<file path="src/rtl/burst_trig_receiver_if.sv">
// Signal bundle between the trigger source / waveform engine
// and the burst trigger receiver.
interface burst_trig_receiver_if #(
    parameter int AMT_W = 20,
    parameter int DLY_W = 34
);
    logic             Trig_Sin;
    logic             Edge_Sel;
    logic             Burst_EN;
    logic [DLY_W-1:0] Delay_ValueIN;
    logic [AMT_W-1:0] Amount_IN;
    logic             Cycle_End;
    logic             Gate_Out;
    logic             Busy;
    logic             Burst_Done;
    logic             Trig_Miss;
    logic [AMT_W-1:0] Cycle_Cnt;

    modport master (
        output Trig_Sin, Edge_Sel, Burst_EN,
        output Delay_ValueIN, Amount_IN, Cycle_End,
        input  Gate_Out, Busy, Burst_Done, Trig_Miss, Cycle_Cnt
    );

    modport slave (
        input  Trig_Sin, Edge_Sel, Burst_EN,
        input  Delay_ValueIN, Amount_IN, Cycle_End,
        output Gate_Out, Busy, Burst_Done, Trig_Miss, Cycle_Cnt
    );
endinterface

</file>
<file path="src/rtl/burst_trig_receiver.sv">
// Burst trigger receiver: synchronised edge trigger, optional
// start delay, then a gate held for a counted number of cycles.
module burst_trig_receiver #(
    parameter int AMT_W = 20,
    parameter int DLY_W = 34
) (
    input logic                  Clock,
    input logic                  Reset,
    burst_trig_receiver_if.slave bus
);
    typedef enum logic [1:0] {
        IDLE,
        DELAY,
        RUN,
        DONE
    } state_t;

    state_t           state_q, state_d;
    logic [2:0]       sync_q, sync_d;
    logic             trig_p_q, trig_p_d;
    logic             trig_miss_q, trig_miss_d;
    logic [DLY_W-1:0] dly_q, dly_d;
    logic [AMT_W-1:0] amt_q, amt_d;
    logic [AMT_W-1:0] cnt_q, cnt_d;
    logic [AMT_W-1:0] cnt_inc;

    // Two-flop synchroniser plus history flop; edge pulse is registered
    always_comb begin
        sync_d   = {sync_q[1], sync_q[0], bus.Trig_Sin};
        trig_p_d = bus.Edge_Sel ? (~sync_q[1] & sync_q[2])
                                : (sync_q[1] & ~sync_q[2]);
    end

    // Burst sequencing, latching of parameters and cycle counting
    always_comb begin
        state_d     = state_q;
        dly_d       = dly_q;
        amt_d       = amt_q;
        cnt_d       = cnt_q;
        cnt_inc     = cnt_q + AMT_W'(1);
        trig_miss_d = trig_p_q & ~((state_q == IDLE) & bus.Burst_EN);
        unique case (state_q)
            IDLE: begin
                if (trig_p_q && bus.Burst_EN) begin
                    dly_d   = bus.Delay_ValueIN;
                    amt_d   = bus.Amount_IN;
                    cnt_d   = '0;
                    state_d = (bus.Delay_ValueIN == '0) ? RUN : DELAY;
                end
            end
            DELAY: begin
                if (!bus.Burst_EN) begin
                    state_d = IDLE;
                end else begin
                    dly_d = dly_q - DLY_W'(1);
                    if (dly_q == DLY_W'(1)) state_d = RUN;
                end
            end
            RUN: begin
                if (!bus.Burst_EN) begin
                    state_d = IDLE;
                end else if (bus.Cycle_End) begin
                    cnt_d = cnt_inc;
                    if (amt_q != '0 && cnt_inc == amt_q) state_d = DONE;
                end
            end
            DONE: begin
                state_d = IDLE;
            end
            default: begin
                state_d = IDLE;
            end
        endcase
    end

    // State and datapath registers, cleared asynchronously
    always_ff @(posedge Clock or posedge Reset) begin
        if (Reset) begin
            state_q     <= IDLE;
            sync_q      <= '0;
            trig_p_q    <= 1'b0;
            trig_miss_q <= 1'b0;
            dly_q       <= '0;
            amt_q       <= '0;
            cnt_q       <= '0;
        end else begin
            state_q     <= state_d;
            sync_q      <= sync_d;
            trig_p_q    <= trig_p_d;
            trig_miss_q <= trig_miss_d;
            dly_q       <= dly_d;
            amt_q       <= amt_d;
            cnt_q       <= cnt_d;
        end
    end

    assign bus.Gate_Out   = (state_q == RUN);
    assign bus.Busy       = (state_q != IDLE);
    assign bus.Burst_Done = (state_q == DONE);
    assign bus.Trig_Miss  = trig_miss_q;
    assign bus.Cycle_Cnt  = cnt_q;
endmodule

</file>
<file path="src/flat_wrapper.sv">
// flat-port wrapper written by rule: the top's interface ports become plain ports
module burst_trig_receiver_flat 
#(
    parameter int AMT_W = 20,
    parameter int DLY_W = 34
)
  (Clock, Reset, bus_Trig_Sin, bus_Edge_Sel, bus_Burst_EN, bus_Delay_ValueIN, bus_Amount_IN, bus_Cycle_End, bus_Gate_Out, bus_Busy, bus_Burst_Done, bus_Trig_Miss, bus_Cycle_Cnt);
  burst_trig_receiver_if #(.AMT_W(AMT_W), .DLY_W(DLY_W)) bus_i ();
  input logic Clock;
  input logic Reset;
  input wire logic [$bits(bus_i.Trig_Sin)-1:0] bus_Trig_Sin;
  input wire logic [$bits(bus_i.Edge_Sel)-1:0] bus_Edge_Sel;
  input wire logic [$bits(bus_i.Burst_EN)-1:0] bus_Burst_EN;
  input wire logic [$bits(bus_i.Delay_ValueIN)-1:0] bus_Delay_ValueIN;
  input wire logic [$bits(bus_i.Amount_IN)-1:0] bus_Amount_IN;
  input wire logic [$bits(bus_i.Cycle_End)-1:0] bus_Cycle_End;
  output wire logic [$bits(bus_i.Gate_Out)-1:0] bus_Gate_Out;
  output wire logic [$bits(bus_i.Busy)-1:0] bus_Busy;
  output wire logic [$bits(bus_i.Burst_Done)-1:0] bus_Burst_Done;
  output wire logic [$bits(bus_i.Trig_Miss)-1:0] bus_Trig_Miss;
  output wire logic [$bits(bus_i.Cycle_Cnt)-1:0] bus_Cycle_Cnt;
  assign bus_i.Trig_Sin = bus_Trig_Sin;
  assign bus_i.Edge_Sel = bus_Edge_Sel;
  assign bus_i.Burst_EN = bus_Burst_EN;
  assign bus_i.Delay_ValueIN = bus_Delay_ValueIN;
  assign bus_i.Amount_IN = bus_Amount_IN;
  assign bus_i.Cycle_End = bus_Cycle_End;
  assign bus_Gate_Out = bus_i.Gate_Out;
  assign bus_Busy = bus_i.Busy;
  assign bus_Burst_Done = bus_i.Burst_Done;
  assign bus_Trig_Miss = bus_i.Trig_Miss;
  assign bus_Cycle_Cnt = bus_i.Cycle_Cnt;
  burst_trig_receiver #(.AMT_W(AMT_W), .DLY_W(DLY_W)) u_core (.Clock(Clock), .Reset(Reset), .bus(bus_i));
endmodule
</file>
<file path="config.mk">
export PLATFORM = sky130hd
export DESIGN_NAME = burst_trig_receiver_flat
export DESIGN_NICKNAME = d
export VERILOG_FILES = /design/src/rtl/burst_trig_receiver_if.sv /design/src/rtl/burst_trig_receiver.sv /design/src/flat_wrapper.sv
export SDC_FILE = /design/constraint.sdc
export NUM_CORES = 1
export LEC_CHECK = 0
export ABC_AREA = 0
export CAP_MARGIN = 20
export CORE_MARGIN = 2
export CORE_UTILIZATION = 45
export DETAILED_ROUTE_END_ITERATION = 6
export PLACE_DENSITY = 0.7
export SLEW_MARGIN = 30
export SYNTH_ARGS = -nofsm -noshare
export SYNTH_HDL_FRONTEND = slang
export SYNTH_SLANG_ARGS = --single-unit
</file>
<file path="constraint.sdc">
create_clock -name Clock -period 2.8 [get_ports Clock]
set_input_delay 0.28 -clock Clock [delete_from_list [all_inputs] [get_ports Clock]]
set_output_delay 0.28 -clock Clock [all_outputs]
set_load 0.01 [all_outputs]
</file>
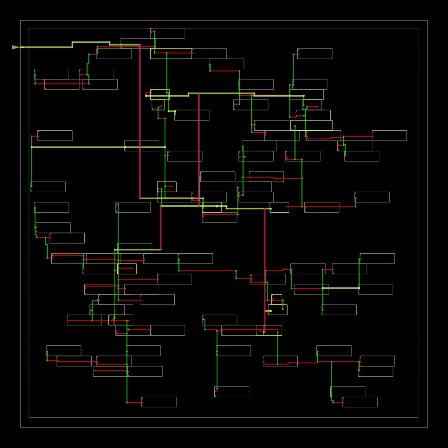
(images/clocks.png)
cts bufs inserted: 9
Layout Skew: 0.00669 ns
latest clock arrival within the worst-skew pair: 0.36 ns
Flop Count: 81

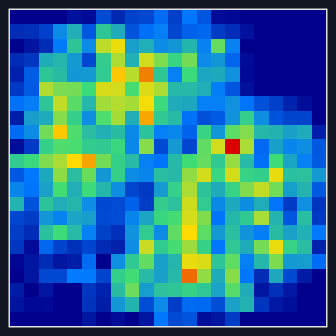
(images/metal_density.png)
The die is cut into 22 by 22 equal tiles; dark blue is low, red is high, scaled to the fullest tile. Values are wire area over tile area, all layers added.
nearly empty tiles: 14%
tiles over half the peak: 17%
mean over tiles: 0.19
fullest tile: 0.63
emptiest ninth of the die: north-east

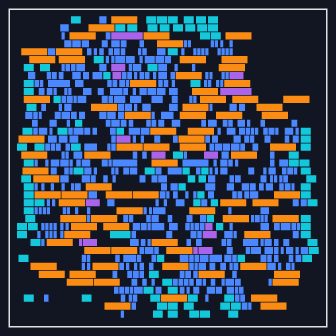
(images/placement_by_type.png)
[cyan] other buffers and delay cells | cells: 100 | share of their area: 16%
[blue] combinational and other logic | cells: 471 | share of their area: 46%
[purple] clock drivers and dummy loads | cells: 15 | share of their area: 3.5%
[orange] flops | cells: 81 | share of their area: 34%

==> out/results.txt <==
Die x size -> 108 µm
Fin crit period -> 2.52 ns
Post-DP Area -> 5920 µm²
Worst hold path class -> input port to asynchronous set/reset pin
Antenna viol nets, final -> 0
Final design utilization -> 57.3%
CP required -> 3.05 ns
Final Slew Violations -> 0
Placed instance count -> 792
Setup Buffers After CTS -> 0
Post-Syn Instances -> 585
Ys cells -> 585
Number of DRC markers in iteration 0 -> 267
Sequential-to-total area share from yosys stat -> 41.5%
Max Clock Freq -> 0.398 GHz
Initial antenna violation count -> 0
Comb area -> 2700 µm²
Final setup vio count -> 0
Final Hold Fails -> 0
Yosys warnings -> 0
Final design area excluding fillers -> 6130 µm²
Critical path class -> flop to flop
Core box area -> 10700 µm²
Post-synth EDFFs -> 0
CTS tree -> built
Yosys stat chip area -> 4880 µm²
Vias in the first global route -> 4523
Largest net degree at the start of global routing -> 53
CP max FO -> 5
CP endpoint kind -> flop
Pwr dens -> 623 nW/µm²
Port Buffers -> 83
Via-to-Cell Ratio -> 5.85
Worst path most repeated cell -> or3_1
Total of fill cells in the finished design -> 982
Hold_ws -> 0.348 ns
TritonCTS Sinks -> 81
HPWL after DPL -> 9820 µm
Critical path data arrival time -> 2.76 ns
Crit-path leading delay family -> simple AND/OR/NAND/NOR gates
Resize count post-CTS -> 0
Max IR drop VDD -> 0.000302 V
Largest stage delay on the critical path -> 0.46 ns
Per-cell routed wire length -> 17.0 µm
Final period util -> 89.8%
Gr ovfl total -> 0
DRT Pass-1 Iters -> 4
Area Overhead vs Synth -> 25.7%
Depth of the CTS H-tree -> 3
GRT Overall Usage -> 24.3%
Finished Layout Cells -> 807
GPL Wtd Cong -> 0.943
Dominant Register Cell -> dfrtp_1
Setup slack at placement -> 0.231 ns
# IOs -> 84
Crit-path cells -> or3_1 -> or3_1 -> or4_1 -> nor4b_2 -> a31oi_1 -> o2bb2a_1
Critical path buffers and inverters -> 0
Hold buffers post-CTS -> 0
Post-Syn Area -> 4880 µm²
Total Power -> 3.82 mW
Nets -> 726
CTS root buffer -> clkbuf_8
Drc violations -> 0
Startpoint Class -> flop
Row cnt -> 38
Worst-path clk slew -> 0.08 ns
Die height -> 108 µm
LEAKAGE -> 2.42 nW
Diode count -> 0
Least-Margin Pin Slew -> 0.765 ns
Status -> complete, no violations
Share of cells above drive strength 1 -> 7.50%
Maximum clock path buffer count -> 2
Max-cap violations -> 0
RSZ-0062 raised after global routing -> no
Mapped Nets -> 648
Worst relative slew slack -> 49.0%
Synth async-reset ratio -> 100%
Reg area -> 2030 µm²
First-pass GRT wire length -> 22300 µm
TNS Setup -> 0 ns
#FFs+latches synth -> 81
Count of cell types in the netlist -> 66
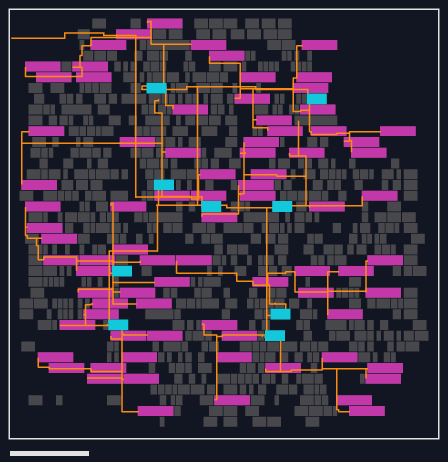
(images/clk_routes.png)
Scale bar: 20 µm.
[magenta] flip-flops | count: 81
[cyan] clock drivers | count: 9
[orange] clock wires | length: 1070 µm
routed clock nets: 10
Clock Power Share: 24.4%
Power Clock: 0.930 mW

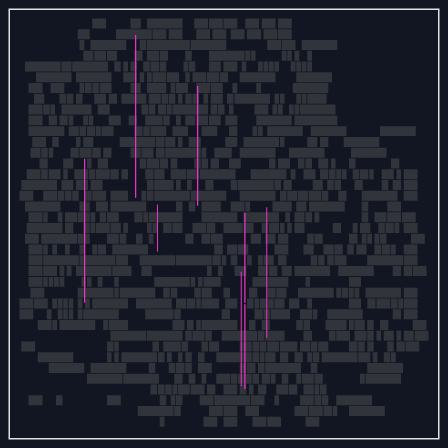
(images/layer_met4.png)
main direction: vertical
longest straight run: 40.8 µm
wire length on this layer: 223 µm
final wirelength: 13700 µm
via count of the routed design: 4720

-- final cells by class --
class,instances,share of cell area (%)
clock buffers,10,2.08
clock inverters,5,1.33
inverters,14,0.878
multi-input cells,457,44.0
flip-flops and latches,81,33.1
well taps,140,2.86
repair buffers,100,15.8
-- placed cells by master, fill, tap and decap left out, types with 16 or more instances in the layout --
cell type	count
nand2_1	99
nor2_1	39
nand3_1	20
clkdlybuf4s50_1	83
a21oi_1	42
o21ai_0	51
dfrtp_1	81
buf_4	16
nor4_1	17
xnor2_1	22
-- sequential cells by signal, summed over array words and instances, names as in the netlist --
| register | flops |
|---|---|
| u_core.bus.Trig_Miss | 1 |
| u_core.bus.Cycle_Cnt | 20 |
| u_core.amt_q | 20 |
| u_core.dly_q | 34 |
| u_core.trig_p_q | 1 |
| u_core.state_q | 2 |
| u_core.sync_q | 3 |
-- kinds of logic (layout without fill, tap and decap cells) --
| kind of cell | after synthesis | after routing | share of synthesized area, % |
|---|---|---|---|
| simple gates | 253 | 253 | 26.4 |
| compound gates | 167 | 167 | 21.1 |
| flops | 81 | 81 | 41.5 |
| buf+inv | 47 | 129 | 3.67 |
| xor+xnor | 31 | 31 | 5.87 |
| fa+ha+maj | 3 | 3 | 0.770 |
| mux | 3 | 3 | 0.616 |
-- power by group --
group          internal, mW  switching, mW
sequential             1.46          0.360
clock                 0.498          0.433
combinational         0.517          0.548
total                  2.48           1.34
-- Yosys cell counts, types with 3 or more instances --
cell	number	area share (%)
nand2_1	99	7.6
o211ai_1	6	0.92
inv_1	14	1.1
or3_1	8	1.0
o22ai_1	10	1.3
nor2b_1	3	0.38
nor4_1	17	2.2
clkbuf_1	30	2.3
mux2i_1	3	0.62
dfrtp_1	81	42
xor2_1	8	1.4
and3_1	6	0.77
a31oi_1	7	0.90
nand4_1	8	1.0
or4_1	8	1.2
o21ai_0	51	5.2
o21ai_1	5	0.51
nand2b_1	5	0.64
nor2_1	39	3.0
xnor2_1	22	3.9
or2_2	5	0.64
nor3_1	12	1.2
a22o_1	6	1.1
nor4_2	3	0.77
o31ai_1	12	1.8
o41ai_1	3	0.54
nand3_1	20	2.1
a21oi_1	42	4.3
ha_1	3	0.77
-- final timing paths --
| path | start | end | slack (ns) | depth (start not counted) |
|---|---|---|---|---|
| setup / recovery | u_core.dly_q[10] | u_core.dly_q[19] | 0.28 | 6 |
| hold / removal | Reset | u_core.sync_q[0] | 0.35 | 2 |
| setup reg to reg | u_core.dly_q[10] | u_core.dly_q[19] | 0.28 | 6 |
| hold reg to reg | u_core.sync_q[0] | u_core.sync_q[1] | 0.36 | 0 |
| max in group asynchronous | Reset | u_core.bus.Cycle_Cnt[9] | 1.76 | 3 |
| min in group Clock | bus_Trig_Sin | u_core.sync_q[0] | 0.36 | 1 |
-- metal layers --
metal / GRT usage [%] / wire length [µm] / vias to the layer above / share of wire (%)
met5: 0 / 0 / - / 0
met4: 7.42 / 223 / 0 / 1.6
met3: 4.64 / 814 / 17 / 5.9
met2: 38.5 / 6400 / 155 / 47
met1: 33.9 / 6290 / 2273 / 46
li1: - / - / 2275 / -
Power and IR drop assume default switching activity.
